===== src/rtl/async_fifo.sv =====
// Gray-pointer FIFO with 2-flop pointer synchronizers, run from a single clock.
// Full/empty flags are registered and conservative: they may lag real occupancy by up to three edges.
module async_fifo #(
   parameter int WIDTH  = 8,
   parameter int DEPTH  = 16,
   parameter int ADDR_W = $clog2(DEPTH),
   parameter int PTR_W  = ADDR_W + 1
) (
   input  logic             CLK,
   input  logic             RST,
   input  logic             WINC,
   input  logic [WIDTH-1:0] WDATA,
   output logic             WFULL,
   input  logic             RINC,
   output logic [WIDTH-1:0] RDATA,
   output logic             REMPTY
);

   logic [WIDTH-1:0]  mem_q [DEPTH];
   logic [PTR_W-1:0]  wbin_q, wbin_d, wgray_q, wgray_d;
   logic [PTR_W-1:0]  rbin_q, rbin_d, rgray_q, rgray_d;
   logic [PTR_W-1:0]  wq1_rgray_side_q, wq2_rgray_side_q;
   logic [PTR_W-1:0]  rq1_wgray_side_q, rq2_wgray_side_q;
   logic              wfull_q, wfull_d, rempty_q, rempty_d;
   logic              winc_ok_s, rinc_ok_s;
   logic [PTR_W-1:0]  full_cmp_s;

   function automatic logic [PTR_W-1:0] bin2gray(input logic [PTR_W-1:0] b);
      return (b >> 1) ^ b;
   endfunction

   // Next-state pointers and flag terms for both sides.
   always_comb begin
      winc_ok_s  = WINC & ~wfull_q;
      rinc_ok_s  = RINC & ~rempty_q;
      wbin_d     = wbin_q + {{(PTR_W-1){1'b0}}, winc_ok_s};
      rbin_d     = rbin_q + {{(PTR_W-1){1'b0}}, rinc_ok_s};
      wgray_d    = bin2gray(wbin_d);
      rgray_d    = bin2gray(rbin_d);
      // Full when the write pointer is a whole lap ahead: top two Gray bits inverted.
      full_cmp_s = {~rq2_wgray_side_q[PTR_W-1:PTR_W-2], rq2_wgray_side_q[PTR_W-3:0]};
      wfull_d    = (wgray_d == full_cmp_s);
      rempty_d   = (rgray_d == wq2_rgray_side_q);
   end

   // Pointer, synchronizer and flag registers.
   always_ff @(posedge CLK) begin
      if (RST) begin
         wbin_q           <= {PTR_W{1'b0}};
         wgray_q          <= {PTR_W{1'b0}};
         rbin_q           <= {PTR_W{1'b0}};
         rgray_q          <= {PTR_W{1'b0}};
         wq1_rgray_side_q <= {PTR_W{1'b0}};
         wq2_rgray_side_q <= {PTR_W{1'b0}};
         rq1_wgray_side_q <= {PTR_W{1'b0}};
         rq2_wgray_side_q <= {PTR_W{1'b0}};
         wfull_q          <= 1'b0;
         rempty_q         <= 1'b1;
      end else begin
         wbin_q           <= wbin_d;
         wgray_q          <= wgray_d;
         rbin_q           <= rbin_d;
         rgray_q          <= rgray_d;
         wq1_rgray_side_q <= wgray_q;
         wq2_rgray_side_q <= wq1_rgray_side_q;
         rq1_wgray_side_q <= rgray_q;
         rq2_wgray_side_q <= rq1_wgray_side_q;
         wfull_q          <= wfull_d;
         rempty_q         <= rempty_d;
      end
   end

   // Storage array; cleared on reset so the head reads zero.
   always_ff @(posedge CLK) begin
      if (RST) begin
         for (int i = 0; i < DEPTH; i++) begin
            mem_q[i] <= {WIDTH{1'b0}};
         end
      end else if (winc_ok_s) begin
         mem_q[wbin_q[ADDR_W-1:0]] <= WDATA;
      end else begin
         mem_q[wbin_q[ADDR_W-1:0]] <= mem_q[wbin_q[ADDR_W-1:0]];
      end
   end

   assign RDATA  = mem_q[rbin_q[ADDR_W-1:0]];
   assign WFULL  = wfull_q;
   assign REMPTY = rempty_q;

endmodule


===== config.mk =====
export PLATFORM = sky130hd
export DESIGN_NAME = async_fifo
export DESIGN_NICKNAME = d
export VERILOG_FILES = /design/src/rtl/async_fifo.sv
export SDC_FILE = /design/constraint.sdc
export NUM_CORES = 1
export LEC_CHECK = 0
export ABC_AREA = 1
export CORE_MARGIN = 2
export CORE_UTILIZATION = 65
export CTS_BUF_LIST = sky130_fd_sc_hd__clkbuf_4 sky130_fd_sc_hd__clkbuf_8 sky130_fd_sc_hd__clkbuf_16
export CTS_CLUSTER_SIZE = 14
export DETAILED_ROUTE_END_ITERATION = 12
export HOLD_SLACK_MARGIN = 0.05
export PLACE_DENSITY = 0.89
export SETUP_SLACK_MARGIN = 0.4
export SLEW_MARGIN = 20
export SYNTH_ARGS = -nofsm -noshare
export SYNTH_HDL_FRONTEND = slang
export SYNTH_SLANG_ARGS = --single-unit

===== constraint.sdc =====
create_clock -name CLK -period 5.15 [get_ports CLK]
set_clock_uncertainty 0.2 [all_clocks]
set_input_delay 1.2875 -clock CLK [delete_from_list [all_inputs] [get_ports CLK]]
set_output_delay 1.2875 -clock CLK [all_outputs]
set_load 0.01 [all_outputs]

==> run_1/m1.png <==
Bar = 20 um. Cells faint in the background.
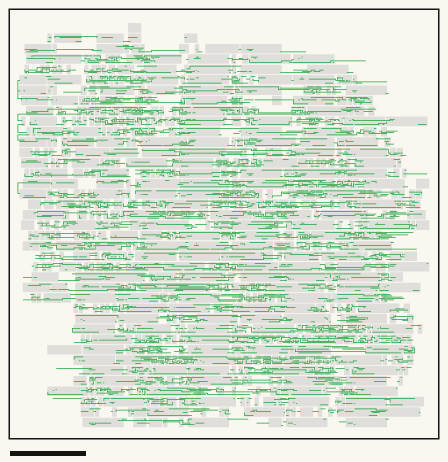
The layer carries 6530 um of wire. The layer holds 35% of the routed length. The longest straight run is 29.0 um. 802 nets have wire on it. The wires run mostly horizontal.

==> run_1/m2.png <==
Bar = 20 um. Cells faint in the background.
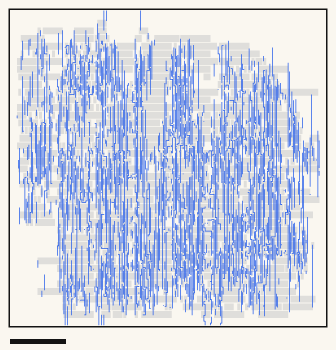
The layer holds 48% of the routed length. The layer carries 8850 um of wire. 734 nets have wire on it.
met2 track demand over resource: 0.5008
Routed Wire Length: 18390 um
Via Count: 5989

==> run summary, run 1 <==
Notes on the flow outputs.

- The flow ran to the end, and the final reports show no timing, DRC or antenna violations.
- CTS built an H-tree with a depth of 4.
- The global route stage reports its total congestion overflow as 0.
- The number of port buffers is 21.
- The number of nets in the finished design reads 846.
- The fraction of area in clock buffers and inverters reads 0.06882.
- The design area reads 8436 sq um.
- CTS reports a maximum clock tree buffer depth of 2.
- The number of buffers inserted during clock tree synthesis reads 17.
- The minimum setup slack in the final design reads 776.6 ps.
- The yosys-reported design area after synthesis reads 7600 sq um.
- In this run the cell area measured after placement is 7855 sq um.
- Of the synthesized area, sequential elements account for 0.6111.
- The setup TNS reads 0 ps.
- The arrival time at the worst endpoint is 2890 ps.
- The compound-gate portion of the synthesized area reads 0.07837.
- The synthesis-to-layout area growth is 11.00%.
- From bottom edge to top edge, the die measures 112.1 um.
- The sort of element at the end of the critical path is an output port.
- The critical path launch point type reads a flip-flop.
- The final hold slack is 204.2 ps.
- The chip occupies 12570 sq um.
- The most common cell after layout, fill and taps aside reads nor2_1.
- The buffering overhead is 0.02996.
- The layout report gives the multi-input gate share of total cell area as 0.2768.
- The busiest layer in global routing reads met2.
- The power density of the placed cells is 356.7 nW/um^2.
- The flop share of the area is 0.5512.
- Synthesis produced a netlist with a net count of 842.
- The simple-gate share of the synthesized area is 0.2195.
- The part of the power in registers is 0.511.
- Per the placement report, the placed cell count is 953.
- Of the total synthesized cell area, the portion taken by full adders, half adders and majority gates is 0.008232.
- The routability congestion estimate from global placement is 0.9192.
- The number of gates resized after CTS is 0.
- The count of standard-cell rows reads 39.
- The via count of the first global-routing pass was 5857.
- The wire length on met2 reads 8852 um.
- Per the CTS log, the root buffer master is clkbuf_16.
- The cell area after synthesis reads 7600 sq um.
- The sum of met3 wire segment lengths after detailed routing is 2114 um.
- The total routing usage reported by global routing is 0.3069.
- The overall die width is 112.1 um.
- The number of antenna violations at the first check in global routing is 0.
- The yosys stat cell total is 825.
- The detail route stage leaves a number of antenna-violating nets equal to 0.
- The remaining routing DRC violations is 0.
- The top layer reached by signal wires is met4.
- Looking at the setup timing report, the critical path kind is reg2out.
- The first global-routing pass estimated 29280 um of wire.
- The power report puts the leakage power at 3.357 nW.
- The share of the core filled with cells in the final layout is 0.7388.
- TritonCTS built the clock tree.
==> run_1/m3.png <==
Bar = 20 um. Cells faint in the background.
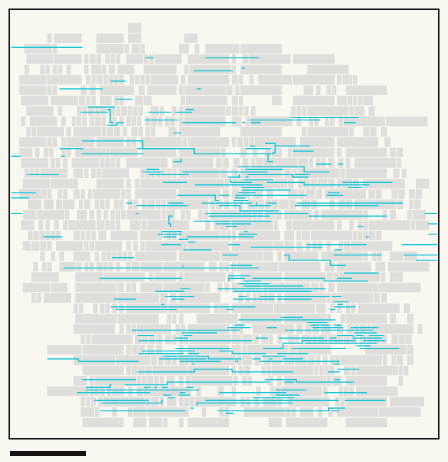
The wires run mostly horizontal. 119 nets have wire on it. The longest straight run is 50.8 um.
global-route met3 utilization: 0.07397

## run 1: worst paths after layout
kind	from	end	slack, ps	cells past startpoint
hold / removal	wq1_rgray_side_q[0]	wq2_rgray_side_q[0]	200	2
hold reg to reg	wq1_rgray_side_q[0]	wq2_rgray_side_q[0]	200	2
setup / recovery	rbin_q[1]	RDATA[4]	780	6
setup reg to reg	rbin_q[0]	REMPTY	2560	11
## run 1: worst max-delay path: stages (launching register included)
cell and delay (ps):
dfxtp_2 850, buf_4 470, o211ai_1 190, nand3_1 130, nand3_1 150, nand2_1 120
clkdlybuf4s50_1 530
## run 1: power by group through the flow
stage / clock network, W / registers (W) / logic (W)
finish: 0.00125 / 0.00154 / 0.000218
global route: 0.00131 / 0.00154 / 0.000237
CTS: 0.00125 / 0.00154 / 0.000213
detailed placement: 0 / 0.00157 / 0.000210
global placement: 0 / 0.00156 / 0.000201
floorplan: 0 / 0.00155 / 0.000145
## run 1: flip-flops by register name (all words and copies together) (netlist names)
name / cells
mem_q: 128
rbin_q: 5
rq1_wgray_side_q: 5
rq2_wgray_side_q: 5
wbin_q: 5
wq1_rgray_side_q: 5
wq2_rgray_side_q: 5
rgray_q: 4
wgray_q: 4
REMPTY: 1
WFULL: 1
## run 1: synth_stat cells
cell / number
nand4_1: 6
inv_1: 114
buf_4: 2
and2_1: 1
edfxtp_1: 128
nor3_4: 4
nand2_1: 126
ha_1: 5
buf_1: 4
o21ai_0: 32
nor2_2: 1
clkbuf_1: 15
xor2_1: 1
clkinv_1: 2
inv_2: 1
nand3_1: 66
o211ai_1: 32
nand2_2: 16
buf_2: 19
nor2_1: 169
nand3b_1: 2
dfxtp_1: 40
a21oi_1: 39
==> run_1/congestion_map.png <==
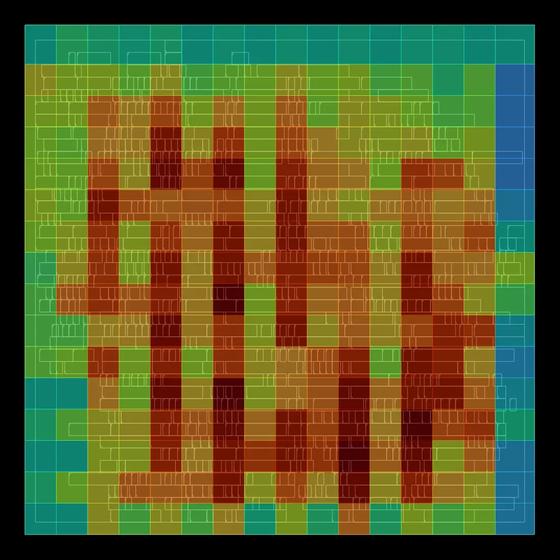

==> run 2: changes to the inputs <==
CORE_UTILIZATION = 55   (was 65)
PLACE_DENSITY = 0.81   (was 0.89)
clock period = 3.95 ns   (was 5.15 ns; I/O delays follow)
==> run_2/congestion_map.png <==
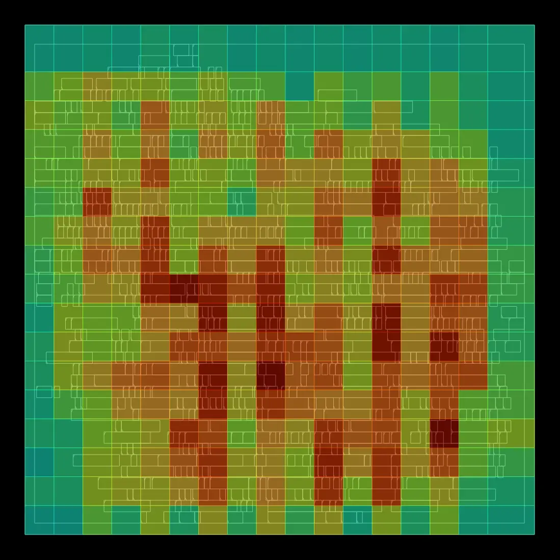
global-route met3 utilization: 0.05665
met1 track utilization from global routing: 0.3171
total global routing track utilization: 0.2423
Finished Core Util: 0.6412

==> run 2 against run 1 <==
Sequential power is 29% higher. Highest routed layer unchanged. Clock power rose by 29%. Design area increased by 1.5%. Critical endpoint unchanged. Worst hold slack got worse by 0.62 ps. Critical path depth grew 1. Sequential share of layout area fell by 0.76 points. Die area rose by 18%.
==> run summary, run 2 <==
Notes on the flow outputs.

- The flow ran to the end, and the final reports show no timing, DRC or antenna violations.
- The number of flops mapped to enable cells by yosys is 128 (unchanged).
- Compared with the post-synthesis result, the final layout area differs by 12.61%.
- The cell with the most instances after synthesis is nor2_1.
- The most instantiated flip-flop cell in the synthesis netlist reads edfxtp_1.
- The kind of cell adding the most delay to the critical path reads buffers and inverters.
- The largest power group is registers.
- The leakage power of the design reads 3.408 nW (+1.5%).
- The deepest clock path buffer count reads 2 (unchanged).
- The cell area after synthesis reads 7600 sq um (unchanged).
- For reference, the top cells by count after synthesis are nor2_1 (169), edfxtp_1 (128), nand2_1 (126), inv_1 (114), nand3_1 (66).
- The placed instance area was 7931 sq um (+0.97%).
- The sort of element at the end of the critical path is an output port.
- The number of nets in the finished design is 852 (+0.71%).
- The delay of the slowest cell on the worst path came to 530 ps (-320 ps).
- The power attributed to combinational cells is 0.000300 W (+38%).
- The root buffer cell chosen for the clock tree is clkbuf_16.
- The final hold slack is 203.6 ps (-0.6250 ps).
- The global-route wire length before repair is 26440 um (-9.7%).
- The overall die width reads 121.6 um (+8.4%).
- The routability congestion estimate from global placement is 0.8310 (-9.6%).
- The power density of the placed cells reads 455.3 nW/um^2 (+28%).
- The fraction of registers with async set/reset reads 0 (unchanged).
- The count of nets left with antenna violations after detail routing is 0 (unchanged).
- The remaining routing DRC violations reads 0 (unchanged).
- The remaining global-route overflow reads 0 (unchanged).
- The logic depth of the worst register-to-register path is 12 (+1).
- The via count of the first global-routing pass is 5152 (-12%).
- The arrival time at the worst endpoint reads 2250 ps (-640 ps).
- The part of the power in registers came to 0.511 (about the same).
- The clock network power reads 0.00161 W (+29%).
- Counting flops per register, the top entry is mem_q.
- The count of H-tree levels built during CTS is 4 (unchanged).
- The yosys stat cell total is 825 (unchanged).
- The most numerous cell type found on the critical path is nand3_1.
- The TritonCTS clock tree is yes.
- The net count of the mapped netlist reads 842 (unchanged).
- The yosys-reported design area after synthesis reads 7600 sq um (unchanged).
- The die extent in y was 121.6 um (+8.4%).
- The design area came to 8558 sq um (+1.5%).
- The chip area reads 14770 sq um (+18%).
- The most common cell after layout, fill and taps aside is nor2_1.
- The number of port buffers is 21 (unchanged).
- The number of buffers inserted during clock tree synthesis is 17 (unchanged).
- The critical path launch point type is a flip-flop.
- The number of flip-flops in the largest register reads 128 (unchanged).
- The minimum setup slack in the final design is 514.7 ps (-261.9 ps).
- The slowest cell on the critical path is clkdlybuf4s50_1.
- The detailed-router iteration count before antenna repair reads 5.
- The class of the most critical setup path reads reg2out.
- The count of standard-cell rows reads 42 (+7.7%).
- The number of buffer and inverter stages on the critical path is 2 (unchanged).
- The number of antenna violations at the first check in global routing reads 0 (unchanged).
- The number of placed instances, taps included reads 989 (+3.8%).
- The number of cells on the worst hold path reads 2 (unchanged).
==> run_2/m3.png <==
Bar = 20 um. Cells faint in the background.
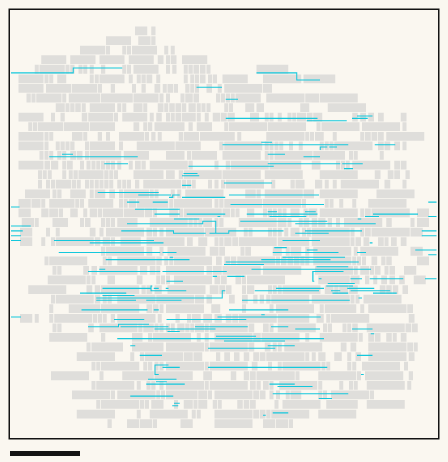
The layer carries 1640 um of wire. The wires run mostly horizontal. The layer holds 9.8% of the routed length.
Via Count: 5610
Routed Wire Length: 16760 um

-- run 2: cell counts after synthesis --
No cell type changed its count.
-- run 2: worst register-to-register path, stage by stage (launching register included) --
cell	delay [ps]
dfxtp_4	480
buf_16	270
ha_1	250
ha_1	270
inv_1	80
nand2_1	110
nand2_1	150
nand2_1	110
nand3_1	70
nand2_1	70
nor2_1	40
nand3_1	70
nand2_1	50
-- run 2: layer usage --
| layer | track usage | wire, um | vias to the layer above |
|---|---|---|---|
| li1 | - | - | 2722 |
| met4 | 0.09842 | 405 | 0 |
| met2 | 0.3933 | 7980 | 291 |
| met1 | 0.3171 | 6731 | 2564 |
| met5 | 0 | 0 | - |
| met3 | 0.05665 | 1640 | 33 |
-- run 2: cell families (layout without fill, tap and decap cells) --
group	after synthesis	in the layout	share of synthesized area
XOR/XNOR	1	1	0.001153
buffers and inverters	157	180	0.08166
AND-OR/OR-AND	103	103	0.07837
AND/OR/NAND/NOR	391	391	0.2195
adder cells (fa/ha/maj)	5	5	0.008232
flip-flops	168	168	0.6111
-- run 2: path summary, 6_finish.rpt --
path | startpoint | endpoint | slack (ps)
max | rbin_q[0] | RDATA[4] | 510
min | wq1_rgray_side_q[2] | wq2_rgray_side_q[2] | 200
max reg2reg | rbin_q[0] | REMPTY | 1640
min reg2reg | wq1_rgray_side_q[2] | wq2_rgray_side_q[2] | 200
-- run 2: area by class of cell --
class / count / area [sq um]
Tap cell: 176 / 220.2
Inverter: 117 / 442.9
Fill cell: 1022 / 4790
Timing Repair Buffer: 31 / 329.1
Clock inverter: 13 / 103.9
Sequential cell: 168 / 4652
Multi-Input combinational cell: 500 / 2335
Clock buffer: 19 / 475.5
-- run 2: repair_timing --
action	CTS	global route
buffers inserted	1	2
resized	1	2
setup endpoints to repair	8	8
Power figures rest on the tool's default switching activity, not on a simulated workload.
